## config.mk

```make
export PLATFORM = sky130hd
export DESIGN_NAME = pc_redirect_unit
export DESIGN_NICKNAME = d
export VERILOG_FILES = /design/src/rtl/mips_pkg.sv /design/src/rtl/pc_target_calc.sv /design/src/rtl/pc_redirect_unit.sv
export SDC_FILE = /design/constraint.sdc
export NUM_CORES = 1
export LEC_CHECK = 0
export CAP_MARGIN = 10
export CORE_AREA = 2 2 114 116
export DETAILED_ROUTE_END_ITERATION = 10
export DIE_AREA = 0 0 116 118
export MAX_ROUTING_LAYER = met4
export PLACE_DENSITY = 0.75
export SLEW_MARGIN = 20
export SYNTH_ARGS = -nofsm -noshare
export SYNTH_HDL_FRONTEND = slang
export SYNTH_SLANG_ARGS = --single-unit
```

## constraint.sdc

```tcl
create_clock -name clk -period 2.75 [get_ports clk]
set_clock_uncertainty 0.05 [all_clocks]
set_input_delay 0.4125 -clock clk [delete_from_list [all_inputs] [get_ports clk]]
set_output_delay 0.4125 -clock clk [all_outputs]
set_load 0.05 [all_outputs]
```

## src/rtl/mips_pkg.sv

```systemverilog
// mips_pkg
//   Shared types and constants for the PC redirect logic.
//   - ADDR_W_DEFAULT / RESET_PC_DEFAULT : default address width and reset PC
//   - FLUSH_CYCLES_MAX / FCNT_W          : largest flush length and its counter width
//   - pc_state_t                         : fetch FSM state (RUN, FLUSH)
//   - clamp_flush()                      : forces a flush length into 1..FLUSH_CYCLES_MAX
package mips_pkg;

  localparam int          ADDR_W_DEFAULT   = 32;
  localparam logic [31:0] RESET_PC_DEFAULT = 32'h0000_0000;
  localparam int          FLUSH_CYCLES_MAX = 7;
  localparam int          FCNT_W           = 3;

  typedef enum logic {
    RUN   = 1'b0,
    FLUSH = 1'b1
  } pc_state_t;

  // An out-of-range flush length would either never leave FLUSH (0) or overflow
  // the 3-bit counter, so it is pinned to the nearest legal value.
  function automatic int clamp_flush(input int n);
    if (n < 1) return 1;
    if (n > FLUSH_CYCLES_MAX) return FLUSH_CYCLES_MAX;
    return n;
  endfunction

endpackage

```

## src/rtl/pc_target_calc.sv

```systemverilog
// pc_target_calc
//   Purely combinational redirect target generation.
//   Ports:
//     ex_pc4     in  ADDR_W  PC+4 of the branch in EX
//     branch_off in  ADDR_W  sign-extended word offset of that branch
//     id_pc4     in  ADDR_W  PC+4 of the jump in ID
//     jump_idx   in  26      instr[25:0] of the jump
//     br_tgt     out ADDR_W  ex_pc4 + offset*4, word aligned
//     j_tgt      out ADDR_W  {id_pc4 top bits, jump_idx, 2'b00}
//   ADDR_W must be at least 29 so the jump keeps at least one region bit.
module pc_target_calc
  import mips_pkg::*;
#(
  parameter int ADDR_W = ADDR_W_DEFAULT
) (
  input  logic [ADDR_W-1:0] ex_pc4,
  input  logic [ADDR_W-1:0] branch_off,
  input  logic [ADDR_W-1:0] id_pc4,
  input  logic [25:0]       jump_idx,
  output logic [ADDR_W-1:0] br_tgt,
  output logic [ADDR_W-1:0] j_tgt
);

  logic [ADDR_W-1:0] br_sum;
  logic              unused_bits;

  // Sum wraps modulo 2^ADDR_W; low two bits are forced to zero afterwards so a
  // misaligned ex_pc4 can never produce a misaligned fetch address.
  assign br_sum = ex_pc4 + (branch_off << 2);
  assign br_tgt = {br_sum[ADDR_W-1:2], 2'b00};

  // Jump stays inside the current region selected by the top PC bits.
  assign j_tgt = {id_pc4[ADDR_W-1:28], jump_idx, 2'b00};

  assign unused_bits = ^{id_pc4[27:0], br_sum[1:0]};

endmodule

```

## src/rtl/pc_redirect_unit.sv

```systemverilog
// pc_redirect_unit
//   Owns the architectural fetch PC, picks the next PC (branch > jump > sequential),
//   and squashes wrong-path fetches for a fixed number of cycles after a redirect.
//   Ports:
//     clk, rst_n             clock and synchronous active-low reset
//     stall                  hold PC (overridden by an accepted redirect)
//     pcsrc, ex_pc4,         taken branch from EX and its operands
//     branch_off
//     jump, id_pc4, jump_idx jump from ID and its operands
//     pc, pc_plus4           current fetch address and its successor
//     if_valid               fetch at pc is on the correct path
//     flush                  squash IF/ID and ID/EX this cycle
//     redirect_cnt           accepted redirects since reset, saturating
module pc_redirect_unit
  import mips_pkg::*;
#(
  parameter int                ADDR_W       = ADDR_W_DEFAULT,
  parameter logic [ADDR_W-1:0] RESET_PC     = ADDR_W'(RESET_PC_DEFAULT),
  parameter int                FLUSH_CYCLES = 2,
  parameter int                CNT_W        = 16
) (
  input  logic              clk,
  input  logic              rst_n,
  input  logic              stall,
  input  logic              pcsrc,
  input  logic [ADDR_W-1:0] ex_pc4,
  input  logic [ADDR_W-1:0] branch_off,
  input  logic              jump,
  input  logic [ADDR_W-1:0] id_pc4,
  input  logic [25:0]       jump_idx,
  output logic [ADDR_W-1:0] pc,
  output logic [ADDR_W-1:0] pc_plus4,
  output logic              if_valid,
  output logic              flush,
  output logic [CNT_W-1:0]  redirect_cnt
);

  localparam logic [FCNT_W-1:0] FLUSH_LOAD = FCNT_W'(clamp_flush(FLUSH_CYCLES));

  pc_state_t         state_q;
  logic [FCNT_W-1:0] fcnt_q;
  logic              flush_q;
  logic              if_valid_q;
  logic [ADDR_W-1:0] pc_q, pc_d;
  logic [CNT_W-1:0]  cnt_q, cnt_d;

  logic [ADDR_W-1:0] br_tgt, j_tgt, redirect_tgt, pc_inc;
  logic              accept;

  pc_target_calc #(
    .ADDR_W (ADDR_W)
  ) u_target (
    .ex_pc4     (ex_pc4),
    .branch_off (branch_off),
    .id_pc4     (id_pc4),
    .jump_idx   (jump_idx),
    .br_tgt     (br_tgt),
    .j_tgt      (j_tgt)
  );

  assign pc_inc = pc_q + ADDR_W'(4);

  // Next-PC priority mux. Redirects are only honoured in RUN: anything raised
  // during FLUSH comes from instructions that are being squashed. When both
  // arrive together the branch wins because the jump is younger (wrong path).
  always_comb begin
    accept       = 1'b0;
    redirect_tgt = j_tgt;
    pc_d         = pc_q;
    cnt_d        = cnt_q;
    if (state_q == RUN) begin
      accept       = pcsrc | jump;
      redirect_tgt = pcsrc ? br_tgt : j_tgt;
      if (accept) begin
        pc_d = redirect_tgt;
      end else if (!stall) begin
        pc_d = pc_inc;
      end
    end
    if (accept && (cnt_q != '1)) begin
      cnt_d = cnt_q + 1'b1;
    end
  end

  // Fetch FSM. PC stays parked on the target throughout FLUSH so its first
  // valid fetch happens in the cycle flush drops.
  always_ff @(posedge clk) begin
    if (!rst_n) begin
      state_q    <= RUN;
      pc_q       <= RESET_PC;
      fcnt_q     <= '0;
      flush_q    <= 1'b0;
      if_valid_q <= 1'b0;
      cnt_q      <= '0;
    end else begin
      pc_q  <= pc_d;
      cnt_q <= cnt_d;
      case (state_q)
        RUN: begin
          if (accept) begin
            state_q    <= FLUSH;
            fcnt_q     <= FLUSH_LOAD;
            flush_q    <= 1'b1;
            if_valid_q <= 1'b0;
          end else begin
            if_valid_q <= 1'b1;
          end
        end
        FLUSH: begin
          if (fcnt_q <= FCNT_W'(1)) begin
            state_q    <= RUN;
            fcnt_q     <= '0;
            flush_q    <= 1'b0;
            if_valid_q <= 1'b1;
          end else begin
            fcnt_q <= fcnt_q - 1'b1;
          end
        end
        default: begin
          state_q <= RUN;
        end
      endcase
    end
  end

  assign pc           = pc_q;
  assign pc_plus4     = pc_inc;
  assign if_valid     = if_valid_q;
  assign flush        = flush_q;
  assign redirect_cnt = cnt_q;

endmodule

```

final_congestion.png
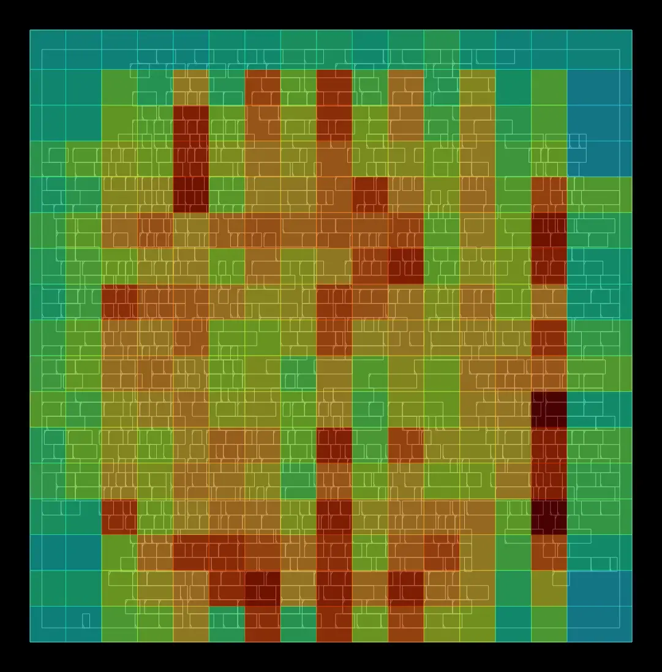
peak-usage layer in the global routing report: met2
All-Layer GR Usage: 25.0%
Final Util: 64.9%
GR Util met2: 43.6%

gate_families.png
Scale bar: 20 um.
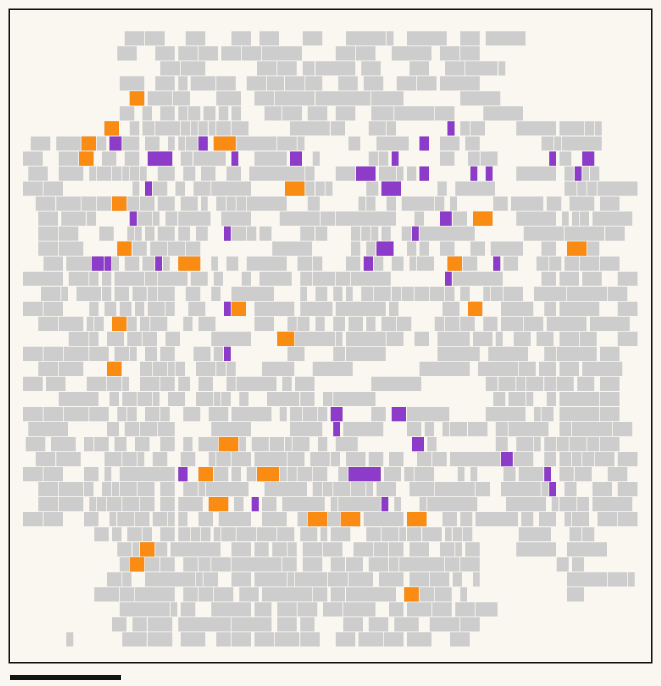
legend:
  orange:
    family: AND-OR and OR-AND gates
    cells: 27
  purple:
    family: NOR gates
    cells: 41

clock_map.png
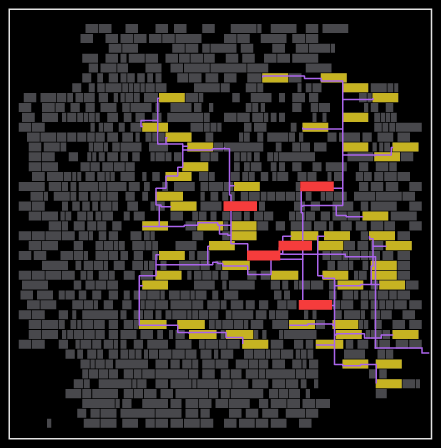
legend:
  purple:
    item: clock wires
    length: 632 um
  red:
    item: cells driving clock nets
    count: 5
  yellow:
    item: flip-flops
    count: 52
routed clock nets: 6

density.png
12 x 12 tiles, from dark blue (low) to red (high), 0 to 100% covered.
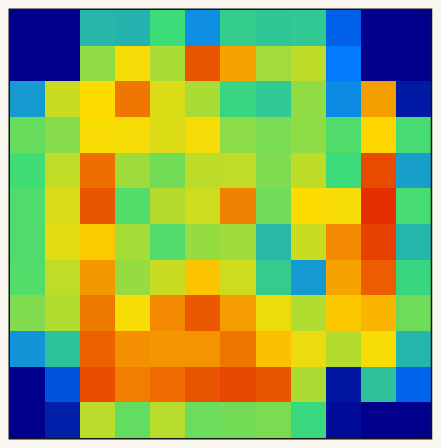
tiles over 75% full: 25%
mean over tiles: 57%
densest ninth of the die: bottom middle
emptiest ninth of the die: top right
nearly empty tiles: 8.3%

metal_stack.png
Scale bar: 20 um.
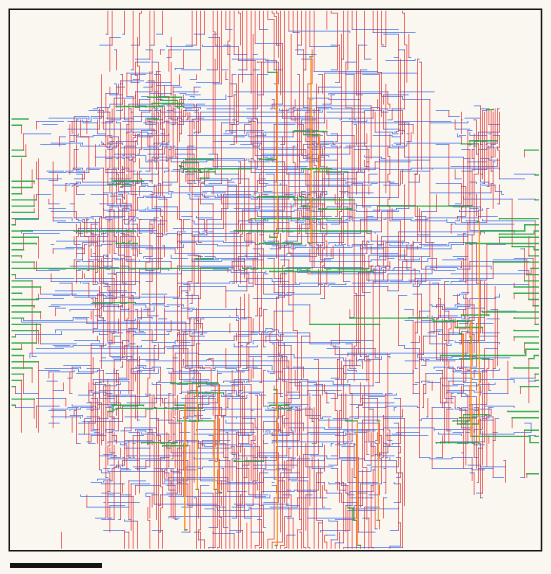
legend:
  green:
    layer: met3
    wire_length: 889 um
  red:
    layer: met2
    wire_length: 8680 um
  orange:
    layer: met4
    wire_length: 335 um
  blue:
    layer: met1
    wire_length: 7310 um

==> PnR_summary.wiki <==
=== Synthesis and place and route ===
{| class="wikitable"
! Metric !! Value
|-
| Kind of cell adding the most delay to the critical path || AND-OR/OR-AND gates
|-
| GR Util met3 || 2.68%
|-
| Detailed placer's ending HPWL || 13500 um
|-
| M1 GR Usage || 30.8%
|-
| IO Port Bufs || 172
|-
| Width of the die || 116 um
|-
| Cell kind with the greatest summed area || logic gates
|-
| Num rows || 41
|-
| Clock distribution area overhead in the final layout || 2.13%
|-
| Via total after detailed routing || 5530
|-
| Total sequential power || 934 uW
|-
| Share of cell area taken by flip-flops and latches || 13.1%
|-
| Cells resized by post-CTS repair || 17
|-
| Top cell excl fill/tap || sky130_fd_sc_hd__clkdlybuf4s50_1
|-
| Number of endpoints with negative hold slack in the final report || 0
|-
| Area of the mapped netlist || 4750 um^2
|-
| Top routing layer in use || met4
|-
| Sequential element share of the synthesized area || 21.9%
|-
| Area share of fa/ha/maj cells after synthesis || 9.12%
|-
| Flip-flops with a built-in enable || 0
|-
| Clock tree from TritonCTS || yes
|-
| Multi-input logic cell count || 517
|-
| Count of buffer and inverter cells on the critical path || 1
|-
| Outcome || finished clean
|-
| Relative max-transition margin || 62.6%
|-
| Sink count of the clock tree || 52
|-
| Setup repair bufs after CTS || 3
|-
| Number of cells on the critical path || 11
|-
| Number of different library cells in the post-synthesis netlist || 61
|-
| Largest driver fanout on the critical path || 3
|-
| First element of the critical path || ex_pc4[2]
|-
| Post-layout period usage of the worst path || 96.7%
|-
| Synth Area per Inst || 7.80 um^2
|-
| Design internal power || 2130 uW
|-
| Non-filler instance count after layout || 1022
|-
| Mux area share || 3.90%
|-
| Max Clk Rate || 376 MHz
|-
| Leakage power of the design || 0.00346 uW
|-
| Data required, critical path || 2.90 ns
|-
| Endpoints failing setup || 0
|-
| Tapcells inserted || 172
|-
| Critical Setup Path Class || in2reg
|-
| FP Core Util || 38.2%
|-
| Crit path arrival time || 2.81 ns
|-
| Residual antenna-violating net count after detailed routing || 0
|-
| Top cell type's share of synthesized area || 21.9%
|-
| Clock-pin slew on the worst setup and hold paths || 0.07 ns
|}
No activity file was given, so power comes from the tool's default toggle rates.
